[src/rtl/tpi_bus_sequencer_if.sv]
// Signal bundle linking the two register requesters, the bus sequencer and the 6523 pins.
// The master modport is the sequencer's view; the slave modport is the requester and pin side.
interface tpi_bus_sequencer_if;
  logic       req0;
  logic       we0;
  logic [2:0] rs0;
  logic [7:0] wdata0;
  logic       ack0;
  logic       req1;
  logic       we1;
  logic [2:0] rs1;
  logic [7:0] wdata1;
  logic       ack1;
  logic [7:0] rdata;
  logic       busy;
  logic       tpi_cs_n;
  logic       tpi_write_n;
  logic [2:0] tpi_rs;
  logic [7:0] tpi_data_o;
  logic       tpi_data_oe;
  logic [7:0] tpi_data_i;

  modport master (
    input  req0, we0, rs0, wdata0, req1, we1, rs1, wdata1, tpi_data_i,
    output ack0, ack1, rdata, busy, tpi_cs_n, tpi_write_n, tpi_rs, tpi_data_o, tpi_data_oe
  );

  modport slave (
    output req0, we0, rs0, wdata0, req1, we1, rs1, wdata1, tpi_data_i,
    input  ack0, ack1, rdata, busy, tpi_cs_n, tpi_write_n, tpi_rs, tpi_data_o, tpi_data_oe
  );
endinterface

[src/rtl/tpi_bus_sequencer.sv]
// Round-robin two-port master for the 6523 triport register bus.
// Generates setup/strobe/hold-timed _cs cycles; every output comes straight from a flop.
module tpi_bus_sequencer #(
  parameter int SETUP_CYCLES  = 1,
  parameter int STROBE_CYCLES = 2,
  parameter int HOLD_CYCLES   = 1
) (
  input  logic                clock,
  input  logic                reset,
  tpi_bus_sequencer_if.master bus
);

  typedef enum logic [2:0] {
    IDLE   = 3'd0,
    SETUP  = 3'd1,
    STROBE = 3'd2,
    HOLD   = 3'd3,
    DONE   = 3'd4
  } state_t;

  localparam logic [3:0] SETUP_LOAD  = 4'(SETUP_CYCLES - 1);
  localparam logic [3:0] STROBE_LOAD = 4'(STROBE_CYCLES - 1);
  localparam logic [3:0] HOLD_LOAD   = 4'(HOLD_CYCLES - 1);

  state_t     state_q;
  logic [3:0] cnt_q;
  logic       prio_q;
  logic       grant_q;
  logic       we_q;
  logic [2:0] rs_q;
  logic [7:0] wdata_q;
  logic [7:0] rdata_q;
  logic       ack0_q;
  logic       ack1_q;
  logic       busy_q;
  logic       cs_n_q;
  logic       write_n_q;
  logic       oe_q;

  logic       any_req_s;
  logic       grant_d;
  logic       we_d;
  logic [2:0] rs_d;
  logic [7:0] wdata_d;

  // Arbiter: prio_q names the requester that wins when both ask at once.
  always_comb begin
    any_req_s = bus.req0 | bus.req1;
    grant_d   = 1'b0;
    we_d      = bus.we0;
    rs_d      = bus.rs0;
    wdata_d   = bus.wdata0;
    if (bus.req0 && bus.req1) begin
      grant_d = prio_q;
    end else if (bus.req1) begin
      grant_d = 1'b1;
    end else begin
      grant_d = 1'b0;
    end
    if (grant_d) begin
      we_d    = bus.we1;
      rs_d    = bus.rs1;
      wdata_d = bus.wdata1;
    end else begin
      we_d    = bus.we0;
      rs_d    = bus.rs0;
      wdata_d = bus.wdata0;
    end
  end

  // Cycle sequencer with registered pin, ack and read-data outputs.
  always_ff @(posedge clock or posedge reset) begin
    if (reset) begin
      state_q   <= IDLE;
      cnt_q     <= 4'd0;
      prio_q    <= 1'b0;
      grant_q   <= 1'b0;
      we_q      <= 1'b0;
      rs_q      <= 3'd0;
      wdata_q   <= 8'd0;
      rdata_q   <= 8'd0;
      ack0_q    <= 1'b0;
      ack1_q    <= 1'b0;
      busy_q    <= 1'b0;
      cs_n_q    <= 1'b1;
      write_n_q <= 1'b1;
      oe_q      <= 1'b0;
    end else begin
      ack0_q <= 1'b0;
      ack1_q <= 1'b0;
      case (state_q)
        IDLE: begin
          cs_n_q <= 1'b1;
          if (any_req_s) begin
            state_q   <= SETUP;
            cnt_q     <= SETUP_LOAD;
            grant_q   <= grant_d;
            prio_q    <= ~grant_d;
            we_q      <= we_d;
            rs_q      <= rs_d;
            wdata_q   <= wdata_d;
            write_n_q <= ~we_d;
            oe_q      <= we_d;
            busy_q    <= 1'b1;
          end else begin
            busy_q <= 1'b0;
          end
        end
        SETUP: begin
          if (cnt_q == 4'd0) begin
            state_q <= STROBE;
            cnt_q   <= STROBE_LOAD;
            cs_n_q  <= 1'b0;
          end else begin
            cnt_q <= cnt_q - 4'd1;
          end
        end
        STROBE: begin
          if (cnt_q == 4'd0) begin
            state_q <= HOLD;
            cnt_q   <= HOLD_LOAD;
            cs_n_q  <= 1'b1;
            // Reads sample the bus on the edge that closes the last strobe cycle.
            if (!we_q) begin
              rdata_q <= bus.tpi_data_i;
            end
          end else begin
            cnt_q <= cnt_q - 4'd1;
          end
        end
        HOLD: begin
          if (cnt_q == 4'd0) begin
            state_q   <= DONE;
            write_n_q <= 1'b1;
            oe_q      <= 1'b0;
            ack0_q    <= ~grant_q;
            ack1_q    <= grant_q;
          end else begin
            cnt_q <= cnt_q - 4'd1;
          end
        end
        DONE: begin
          state_q <= IDLE;
          busy_q  <= 1'b0;
        end
        default: begin
          state_q   <= IDLE;
          busy_q    <= 1'b0;
          cs_n_q    <= 1'b1;
          write_n_q <= 1'b1;
          oe_q      <= 1'b0;
        end
      endcase
    end
  end

  assign bus.ack0        = ack0_q;
  assign bus.ack1        = ack1_q;
  assign bus.rdata       = rdata_q;
  assign bus.busy        = busy_q;
  assign bus.tpi_cs_n    = cs_n_q;
  assign bus.tpi_write_n = write_n_q;
  assign bus.tpi_rs      = rs_q;
  assign bus.tpi_data_o  = wdata_q;
  assign bus.tpi_data_oe = oe_q;

endmodule

[src/flat_wrapper.sv]
// flat-port wrapper written by rule: the top's interface ports become plain ports
module tpi_bus_sequencer_flat 
#(
  parameter int SETUP_CYCLES  = 1,
  parameter int STROBE_CYCLES = 2,
  parameter int HOLD_CYCLES   = 1
)
  (clock, reset, bus_req0, bus_we0, bus_rs0, bus_wdata0, bus_req1, bus_we1, bus_rs1, bus_wdata1, bus_tpi_data_i, bus_ack0, bus_ack1, bus_rdata, bus_busy, bus_tpi_cs_n, bus_tpi_write_n, bus_tpi_rs, bus_tpi_data_o, bus_tpi_data_oe);
  tpi_bus_sequencer_if bus_i ();
  input  logic clock;
  input  logic reset;
  input wire logic [$bits(bus_i.req0)-1:0] bus_req0;
  input wire logic [$bits(bus_i.we0)-1:0] bus_we0;
  input wire logic [$bits(bus_i.rs0)-1:0] bus_rs0;
  input wire logic [$bits(bus_i.wdata0)-1:0] bus_wdata0;
  input wire logic [$bits(bus_i.req1)-1:0] bus_req1;
  input wire logic [$bits(bus_i.we1)-1:0] bus_we1;
  input wire logic [$bits(bus_i.rs1)-1:0] bus_rs1;
  input wire logic [$bits(bus_i.wdata1)-1:0] bus_wdata1;
  input wire logic [$bits(bus_i.tpi_data_i)-1:0] bus_tpi_data_i;
  output wire logic [$bits(bus_i.ack0)-1:0] bus_ack0;
  output wire logic [$bits(bus_i.ack1)-1:0] bus_ack1;
  output wire logic [$bits(bus_i.rdata)-1:0] bus_rdata;
  output wire logic [$bits(bus_i.busy)-1:0] bus_busy;
  output wire logic [$bits(bus_i.tpi_cs_n)-1:0] bus_tpi_cs_n;
  output wire logic [$bits(bus_i.tpi_write_n)-1:0] bus_tpi_write_n;
  output wire logic [$bits(bus_i.tpi_rs)-1:0] bus_tpi_rs;
  output wire logic [$bits(bus_i.tpi_data_o)-1:0] bus_tpi_data_o;
  output wire logic [$bits(bus_i.tpi_data_oe)-1:0] bus_tpi_data_oe;
  assign bus_i.req0 = bus_req0;
  assign bus_i.we0 = bus_we0;
  assign bus_i.rs0 = bus_rs0;
  assign bus_i.wdata0 = bus_wdata0;
  assign bus_i.req1 = bus_req1;
  assign bus_i.we1 = bus_we1;
  assign bus_i.rs1 = bus_rs1;
  assign bus_i.wdata1 = bus_wdata1;
  assign bus_i.tpi_data_i = bus_tpi_data_i;
  assign bus_ack0 = bus_i.ack0;
  assign bus_ack1 = bus_i.ack1;
  assign bus_rdata = bus_i.rdata;
  assign bus_busy = bus_i.busy;
  assign bus_tpi_cs_n = bus_i.tpi_cs_n;
  assign bus_tpi_write_n = bus_i.tpi_write_n;
  assign bus_tpi_rs = bus_i.tpi_rs;
  assign bus_tpi_data_o = bus_i.tpi_data_o;
  assign bus_tpi_data_oe = bus_i.tpi_data_oe;
  tpi_bus_sequencer #(.SETUP_CYCLES(SETUP_CYCLES), .STROBE_CYCLES(STROBE_CYCLES), .HOLD_CYCLES(HOLD_CYCLES)) u_core (.clock(clock), .reset(reset), .bus(bus_i));
endmodule
[config.mk]
export PLATFORM = sky130hd
export DESIGN_NAME = tpi_bus_sequencer_flat
export DESIGN_NICKNAME = d
export VERILOG_FILES = /design/src/rtl/tpi_bus_sequencer_if.sv /design/src/rtl/tpi_bus_sequencer.sv /design/src/flat_wrapper.sv
export SDC_FILE = /design/constraint.sdc
export NUM_CORES = 1
export LEC_CHECK = 0
export CAP_MARGIN = 0
export CORE_UTILIZATION = 43
export DETAILED_ROUTE_END_ITERATION = 8
export MAX_ROUTING_LAYER = met4
export PLACE_DENSITY_LB_ADDON = 0.08
export RECOVER_POWER = 50
export SETUP_SLACK_MARGIN = 0.05
export SLEW_MARGIN = 10
export SYNTH_ARGS = -nofsm -noshare
export SYNTH_HDL_FRONTEND = slang
export SYNTH_SLANG_ARGS = --single-unit
[constraint.sdc]
create_clock -name clock -period 1.6 [get_ports clock]
set_input_delay 0.32 -clock clock [delete_from_list [all_inputs] [get_ports clock]]
set_output_delay 0.32 -clock clock [all_outputs]
set_load 0.005 [all_outputs]
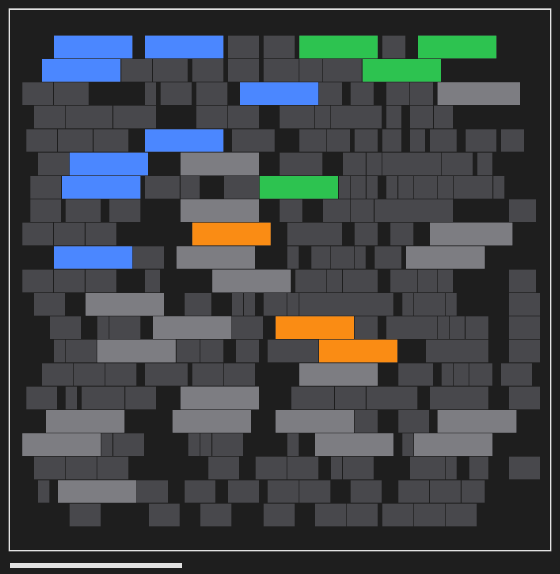
Fig. 1. Sequential cells coloured by netlist name.
The bar under the picture is 20 um long. Other sequential cells in the stronger grey, the rest of the logic in the fainter grey.
[orange] `u_core.state_q` | placed flops: 3
[green] `u_core.cnt_q` | placed flops: 4
[blue] `u_core.bus.rdata` | placed flops: 8 | where: upper left
not coloured: 20
sequential power: 1560 uW
Reg area: 878 sq um
sequential share of cell area: 0.340
post-route core utilization: 0.750

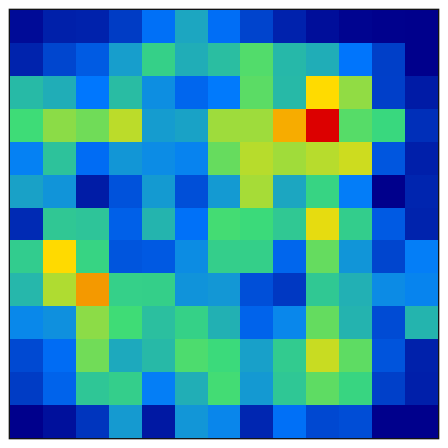
Fig. 2. Signal metal coverage by tile.
13 x 13 tiles, from dark blue (low) to red (high), scaled to the fullest tile. Values are wire area over tile area, all layers added.
mean over tiles: 0.16
tiles over half the peak: 20%
fullest tile: 0.46
global-route usage over all layers: 0.215
DR vias: 1,387

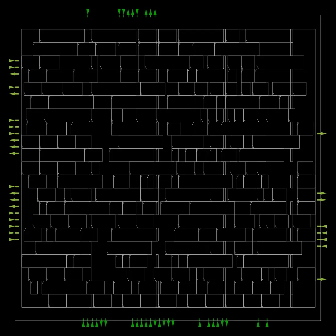
Fig. 3. Cell placement.
Layout fillers: 243
registers: 35
placeable core area: 0.00344 sq mm

==> deck_impl_summary.md <==
Run Summary

Power and ir drop
  – Sw power: 1440 uW
  – VDD IR-drop max: 1080 uV
  – Net Sw Frac: 0.312
  – Comb power frac: 0.484
  – Leakage power figure: 0.00118 uW
  – Total power: 4610 uW

Worst setup path
  – Worst-case reg-to-reg path depth: 5
  – Crit path capture type: flip-flop
  – Largest delay share family, worst path: simple AND/OR/NAND/NOR gates
  – Critical path, cell by cell: inv_2 > ha_4 > nor3b_4 > nand3_4 > mux2_4
  – Crit path DAT: 1.75 ns
  – Req. time, crit path: 1.77 ns
  – Worst path depth: 5
  – Critical path endpoint: u_core.bus.rdata[4]
  – Reg2reg end: u_core.bus.rdata[4]
  – Slowest cell on crit path: dfrtp_1

CTS
  – Clk buf depth: 2
  – TritonCTS clock tree: built
  – Depth of the CTS H-tree: 2
  – Post-CTS Setup Bufs: 5
  – Hold_buf cts: 0
  – Clock buffer count from CTS: 5
  – CTS sink count: 35

Cells and area
  – Mi-comb count: 77
  – Most frequent cells in the layout: 57 x clkdlybuf4s50_1, 33 x dfrtp_1, 17 x buf_4
  – # diodes: 0
  – Inverters: 15

Die
  – # rows: 21
  – Die W: 62.8 um

Route
  – Post-route DRC: 0
  – Max Used Layer: met4
  – Antenna viol nets, final: 0
  – WL met2: 2000 um
  – Wire length on met3: 179 um
  – Vias per std cell: 5.27

STA
  – Slew margin rel.: 0.449
  – Hold slack: 0.471 ns
  – Final period utilization: 0.990

Synthesis
  – Post-synthesis async set-or-reset flop share: 1.00
  – Compound Share, Synth: 0.165
  – MUX area fraction: 0.0630
  – Dominant comb cell: AND-OR/OR-AND gates
  – Most frequent cell after synthesis: dfrtp_1
  – Mapped Area: 0.00159 sq mm
  – Cell type with the largest total area: dfrtp_1
  – Ys cells: 134
  – Post-Syn Nets: 172
  – Synth top area share: 0.520
  – Netlist cell types: 38

Global routing
  – First-pass GRT wire length: 6350 um
  – Busiest grt layer: met2
  – Largest net degree at the start of global routing: 36
  – Met1 usage: 0.264
  – Initial antenna violation count: 0
  – GR met3 Demand/Resource: 0.0584
  – GRT met2 Usage: 0.351

Flow run
  – Log Warnings: 29

Placement
  – Area after DPL: 0.00233 sq mm

Worst hold path
  – Worst Hold Path Cells: 1

Status
  – Status: complete, no violations
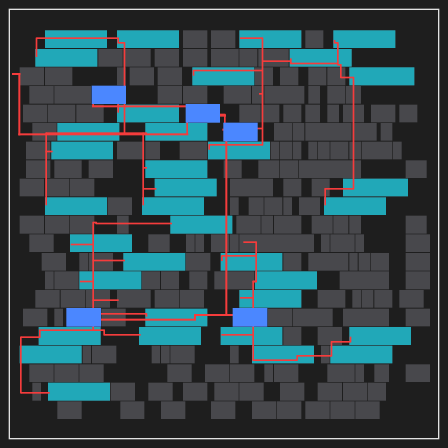
Fig. 4. Clock wires, drivers and flops.
[red] clock wires | length: 403 um
[cyan] flip-flops | count: 35
[blue] clock drivers | count: 5
flops lie: all over the die
Clock net power: 813 uW
clock share of power: 0.176

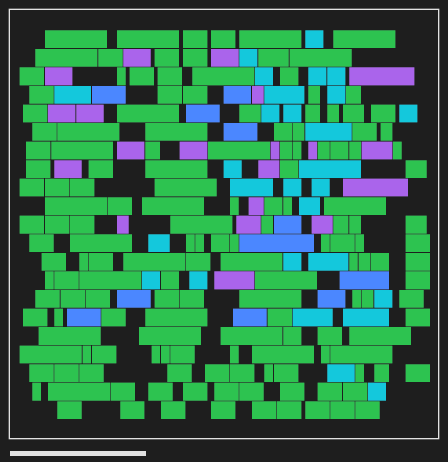
Fig. 5. Drive-strength map.
The bar under the picture is 20 um long.
[green] _0 and _1 cells | cells: 158 | share: 73%
[blue] _6 and larger | cells: 11 | share: 5.1%
[purple] _2 cells | cells: 20 | share: 9.2%
[cyan] _3 and _4 cells | cells: 28 | share: 13%
Finished Cell Area: 0.00258 sq mm
Non-clk bufs: 82
Setup WS post-layout: 0.0154 ns
Area growth syn-to-layout: 62.6%

Power is estimated from default activity; no workload was simulated.
